<file path="config.mk">
export PLATFORM = sky130hd
export DESIGN_NAME = serial_adder
export DESIGN_NICKNAME = d
export VERILOG_FILES = /design/src/rtl/serial_adder.sv
export SDC_FILE = /design/constraint.sdc
export NUM_CORES = 1
export LEC_CHECK = 0
export ABC_AREA = 0
export ABC_CLOCK_PERIOD_IN_PS = 1500
export CAP_MARGIN = 30
export CORE_ASPECT_RATIO = 0.6
export CORE_MARGIN = 1
export CORE_UTILIZATION = 52
export DETAILED_ROUTE_END_ITERATION = 10
export PLACE_DENSITY = 0.89
export SLEW_MARGIN = 20
export SYNTH_ARGS = -nofsm -noshare
export SYNTH_HDL_FRONTEND = slang
export SYNTH_SLANG_ARGS = --single-unit
</file>
<file path="constraint.sdc">
create_clock -name clk -period 1.5 [get_ports clk]
set_clock_uncertainty 0.05 [all_clocks]
set_input_delay 0.3 -clock clk [delete_from_list [all_inputs] [get_ports clk]]
set_output_delay 0.3 -clock clk [all_outputs]
set_load 0.05 [all_outputs]
</file>
<file path="src/rtl/serial_adder.sv">
// serial_adder
//   Bit-serial ripple adder. An accepted start captures a and b. The adder then
//   processes one bit per cycle, LSB first, for WIDTH cycles. When the last bit
//   is done it loads sum/cout and pulses done for one cycle.
//
// Ports
//   clk   : clock, rising edge
//   rst   : synchronous active-high reset
//   start : begin an addition (accepted in IDLE or DONE only)
//   a, b  : operands, captured on an accepted start
//   busy  : high while bits are being processed (RUN)
//   done  : one-cycle pulse when sum/cout carry a new result
//   sum   : registered (a+b) mod 2^WIDTH
//   cout  : registered carry out of bit WIDTH-1
module serial_adder #(
  parameter int WIDTH = 8
) (
  input  logic             clk,
  input  logic             rst,
  input  logic             start,
  input  logic [WIDTH-1:0] a,
  input  logic [WIDTH-1:0] b,
  output logic             busy,
  output logic             done,
  output logic [WIDTH-1:0] sum,
  output logic             cout
);

  localparam int CNT_W = $clog2(WIDTH + 1);
  localparam logic [CNT_W-1:0] LAST_BIT = CNT_W'(WIDTH - 1);

  typedef enum logic [1:0] {
    IDLE = 2'd0,
    RUN  = 2'd1,
    DONE = 2'd2
  } state_t;

  state_t           state;
  state_t           state_nxt;
  logic [WIDTH-1:0] a_sr;
  logic [WIDTH-1:0] b_sr;
  logic [WIDTH-1:0] res_sr;
  logic [WIDTH-1:0] res_nxt;
  logic             carry;
  logic [CNT_W-1:0] bit_cnt;
  logic             s_bit;
  logic             c_nxt;
  logic             last_bit;
  logic             accept;

  function automatic logic majority(input logic x, input logic y, input logic z);
    return (x & y) | (x & z) | (y & z);
  endfunction

  // Full adder on the current LSBs.
  assign s_bit    = a_sr[0] ^ b_sr[0] ^ carry;
  assign c_nxt    = majority(a_sr[0], b_sr[0], carry);
  assign res_nxt  = {s_bit, res_sr[WIDTH-1:1]};
  assign last_bit = (bit_cnt == LAST_BIT);

  always_comb begin
    state_nxt = state;
    accept    = 1'b0;
    case (state)
      IDLE: begin
        if (start) begin
          state_nxt = RUN;
          accept    = 1'b1;
        end
      end
      RUN: begin
        if (last_bit) state_nxt = DONE;
      end
      DONE: begin
        if (start) begin
          state_nxt = RUN;
          accept    = 1'b1;
        end else begin
          state_nxt = IDLE;
        end
      end
      default: state_nxt = IDLE;
    endcase
  end

  // busy/done are registered copies of the next state so they line up with state.
  always_ff @(posedge clk) begin
    if (rst) begin
      state   <= IDLE;
      busy    <= 1'b0;
      done    <= 1'b0;
      sum     <= '0;
      cout    <= 1'b0;
      a_sr    <= '0;
      b_sr    <= '0;
      res_sr  <= '0;
      carry   <= 1'b0;
      bit_cnt <= '0;
    end else begin
      state <= state_nxt;
      busy  <= (state_nxt == RUN);
      done  <= (state_nxt == DONE);
      if (accept) begin
        a_sr    <= a;
        b_sr    <= b;
        carry   <= 1'b0;
        bit_cnt <= '0;
      end else if (state == RUN) begin
        a_sr    <= a_sr >> 1;
        b_sr    <= b_sr >> 1;
        res_sr  <= res_nxt;
        carry   <= c_nxt;
        bit_cnt <= bit_cnt + 1'b1;
        // Result is published together with the final shift, not a cycle later.
        if (last_bit) begin
          sum  <= res_nxt;
          cout <= c_nxt;
        end
      end
    end
  end

endmodule
</file>
**Placed cells, one color a class**

Scale bar: 20 um.
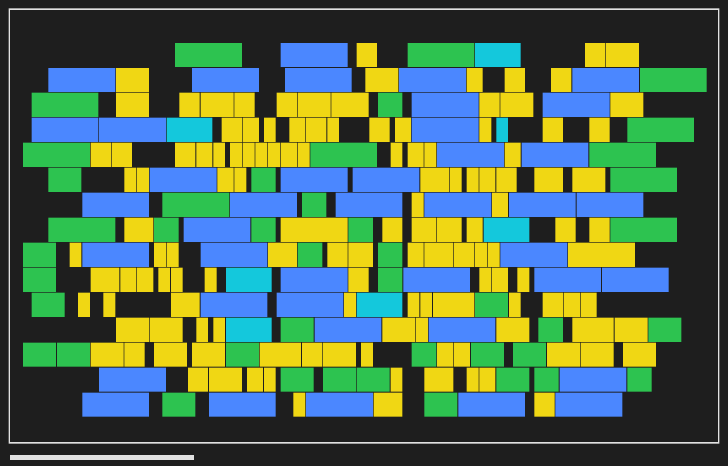
color	class	cells
yellow	remaining logic cells	131
cyan	clock drivers and dummy loads	7
green	remaining buffers and delay cells	43
blue	registers	41

**Clock distribution**

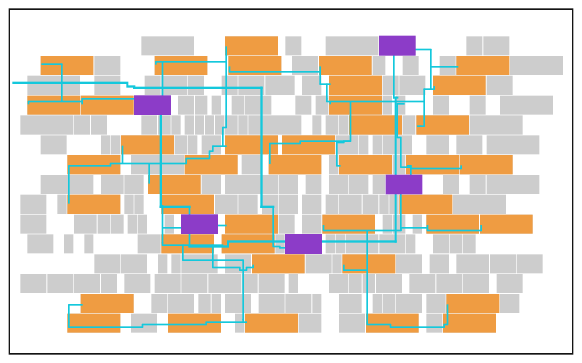
[cyan] clock wires | length: 487 um
[purple] clock-net drivers | count: 5
[orange] flip-flops | count: 41
flops lie	all over the die

**Signal wires on met1**

Supply wires on this layer in gray.
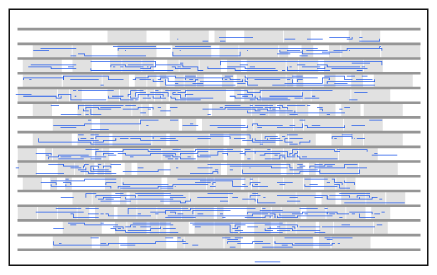
main direction	horizontal
nets with wire on the layer	215

**Cells by drive strength**

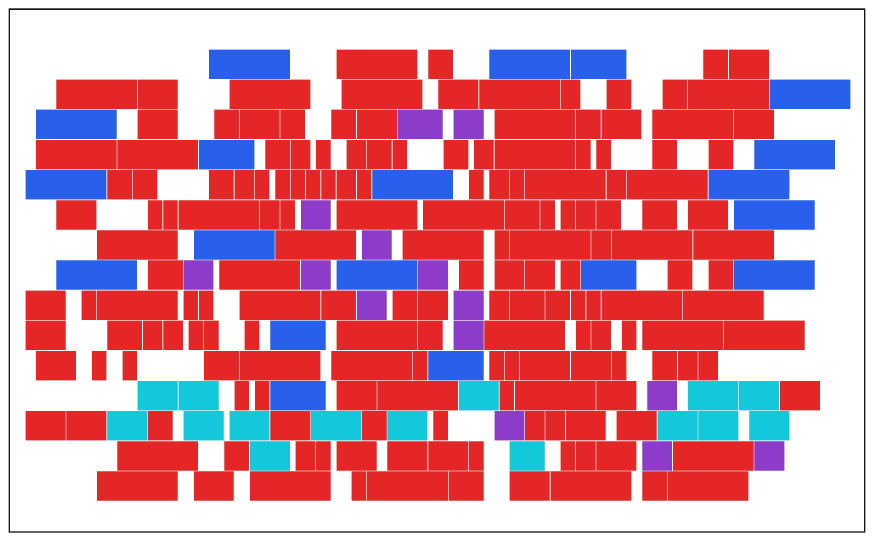
color	size	cells	share
red	x1 and smaller	174	78%
purple	x3 and x4	14	6.3%
cyan	x2	15	6.8%
blue	x6 and larger	19	8.6%

**Clock wiring as the flow saved it**

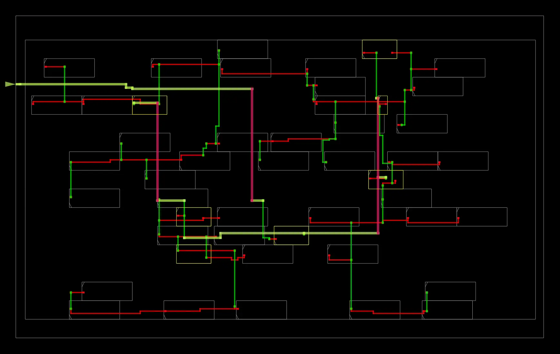
clock network power: 0.000725 W
Latency at later pin: 0.29 ns

-- kinds of logic (layout without fill, tap and decap cells) --
kind of cell / count (synthesis) / after routing
AOI/OAI and AO/OA: 29 / 29
DFF: 41 / 41
and+or+nand+nor: 87 / 88
xor gates and xnor gates: 2 / 2
buffers and inverters: 14 / 50
adders and majority gates: 2 / 2
muxes: 10 / 10
-- worst max-delay path, cell delays in order, from the launching register on --
cell,delay [ns]
dfxtp_1,0.39
ha_1,0.19
nand3b_1,0.10
buf_4,0.19
nor2_8,0.18
mux2i_1,0.22
-- stage by stage --
stage	worst slack (ns)	TNS (ns)	std cells	hold slack [ns]	power [W]
2_1_floorplan	0.244	0	185	0.386	0.00140
3_3_place_gp	-0.00669	-0.0123	255	0.395	0.00150
3_5_place_dp	-0.132	-2.03	255	0.415	0.00152
4_1_cts	0.124	0	264	0.425	0.00222
5_1_grt	0.00556	0	264	0.441	0.00229
6_report	0.0897	0	264	0.431	0.00222
-- state kept, by name, indices dropped and copies added, names as in the netlist --
| signal | count |
|---|---|
| state | 2 |
| b_sr | 8 |
| res_sr | 7 |
| cout | 1 |
| carry | 1 |
| bit_cnt | 4 |
| sum | 8 |
| a_sr | 8 |
| busy | 1 |
| done | 1 |
-- power by group through the flow --
| stage | sequential (W) | combinational (W) | clock (W) |
|---|---|---|---|
| finish | 0.00117 | 0.000323 | 0.000725 |
| detailed placement | 0.00120 | 0.000319 | 0 |
| CTS | 0.00117 | 0.000322 | 0.000728 |
| global placement | 0.00119 | 0.000303 | 0 |
| global route | 0.00118 | 0.000351 | 0.000766 |
| floorplan | 0.00119 | 0.000206 | 0 |
-- area by class of cell --
class | count | area (um^2)
clock buffer | 7 | 86.3
fill | 200 | 713
multi-input combinational | 131 | 850
sequential | 41 | 821
tap | 42 | 52.6
timing repair buffer | 43 | 518
==> flow_metrics.env <==
# yosys + openroad results
export IMPL_rsz0062_at_grt="false"
export IMPL_cp_start_kind="register"
export IMPL_ys_seq_share=0.467
export IMPL_netlist_logic_family_top="simple AND/OR/NAND/NOR gates"
export IMPL_yosys_warnings=0
export IMPL_syn_to_final_growth_pct=32.3
export IMPL_gp_congestion=0.808
export IMPL_power_density_mw_per_mm2=954
export IMPL_core_area_mm2=0.00304
export IMPL_cts_buffers_inserted=5
export IMPL_routed_wl_mm=3.84
export IMPL_ys_types=28
export IMPL_lay_top_count="dfxtp_1"
export IMPL_ys_flops=41
export IMPL_p_switching_w=0.000560
export IMPL_synth_area_mm2=0.00176
export IMPL_common_cells="41 x dfxtp_1, 31 x nand2_1, 20 x nand2b_1"
export IMPL_worstSetupStartpoint="bit_cnt[0]"
export IMPL_cp_max_fo=5
export IMPL_ys_sh_mux=0.0569
export IMPL_outcome="finished, final reports clean"
export IMPL_setup_violations=0
export IMPL_avgSynthCellArea_um2=9.51
export IMPL_compound_area_frac=0.108
export IMPL_cp_required_ns=1.67
export IMPL_numPortBuffers=29
export IMPL_grtUsageMet3=0.0660
export IMPL_io_pin_count=30
export IMPL_fin_crit_ns=1.41
export IMPL_cts_tree="done"
export IMPL_cts_hold_buf=0
export IMPL_grt_pass1_wl_mm=6.34
export IMPL_antennaDiodeCount=0
export IMPL_syn_nets=206
export IMPL_grt_overflow_total=0
export IMPL_antenna_found_initial=0
export IMPL_highest_layer="met4"
export IMPL_top_usage_layer="met2"
export IMPL_core_util_floorplan=0.579
export IMPL_regToRegSetupSlack_ns=0.09
export IMPL_warnings=26
export IMPL_grt_pass1_vias=1333
export IMPL_drt_initial_drc_count=159
export IMPL_min_path_type="reg2reg"
export IMPL_post_cts_setup_buffers=1
export IMPL_layout_top_cells="41 x dfxtp_1, 31 x nand2_1, 20 x nand2b_1"
export IMPL_die_area_mm2=0.00363
export IMPL_synth_top_cell_area_share=0.467
export IMPL_yosys_cells=185
export IMPL_cts_root_buf="clkbuf_8"
export IMPL_drcViolationCount=0
export IMPL_cts_htree_levels=2
export IMPL_grt_max_degree=25
export IMPL_met2_length_mm=1.76
export IMPL_p_seq_frac=0.528
export IMPL_crit_end="sum[7]"
export IMPL_r2r_start="bit_cnt[0]"
export IMPL_adder_share=0.0185
export IMPL_met1_usage=0.303
export IMPL_rr_endpoint="sum[7]"
export IMPL_hold_start="res_sr[5]"
export IMPL_synthCells=185
export IMPL_dr_pass1_iters=4
export IMPL_final_layout_size_suffix_gt1_frac=0.216
export IMPL_utilization=0.765
export IMPL_async_reset_ff_frac=0
export IMPL_path_class="reg2reg"
export IMPL_ys_sh_xor=0.00996
export IMPL_grt_usage=0.238
export IMPL_finalHoldViolCount=0
export IMPL_synth_area_leader_cell="dfxtp_1"
export IMPL_maxCapViolCount=0
export IMPL_yosysChipArea_mm2=0.00176
export IMPL_wl_met3_um=167
export IMPL_max_slew_margin=0.705
export IMPL_yosysMostFrequentCell="dfxtp_1"
export IMPL_hpwlAfterDp_mm=2.80
export IMPL_cts_resized_gates=0
export IMPL_power_frac_comb=0.145
export IMPL_power_internal_w=0.00166
export IMPL_peakVddDrop_v=0.000561
export IMPL_slew_viol_final=0
export IMPL_clockBufferDepth=2
Power is estimated from default activity; no workload was simulated.
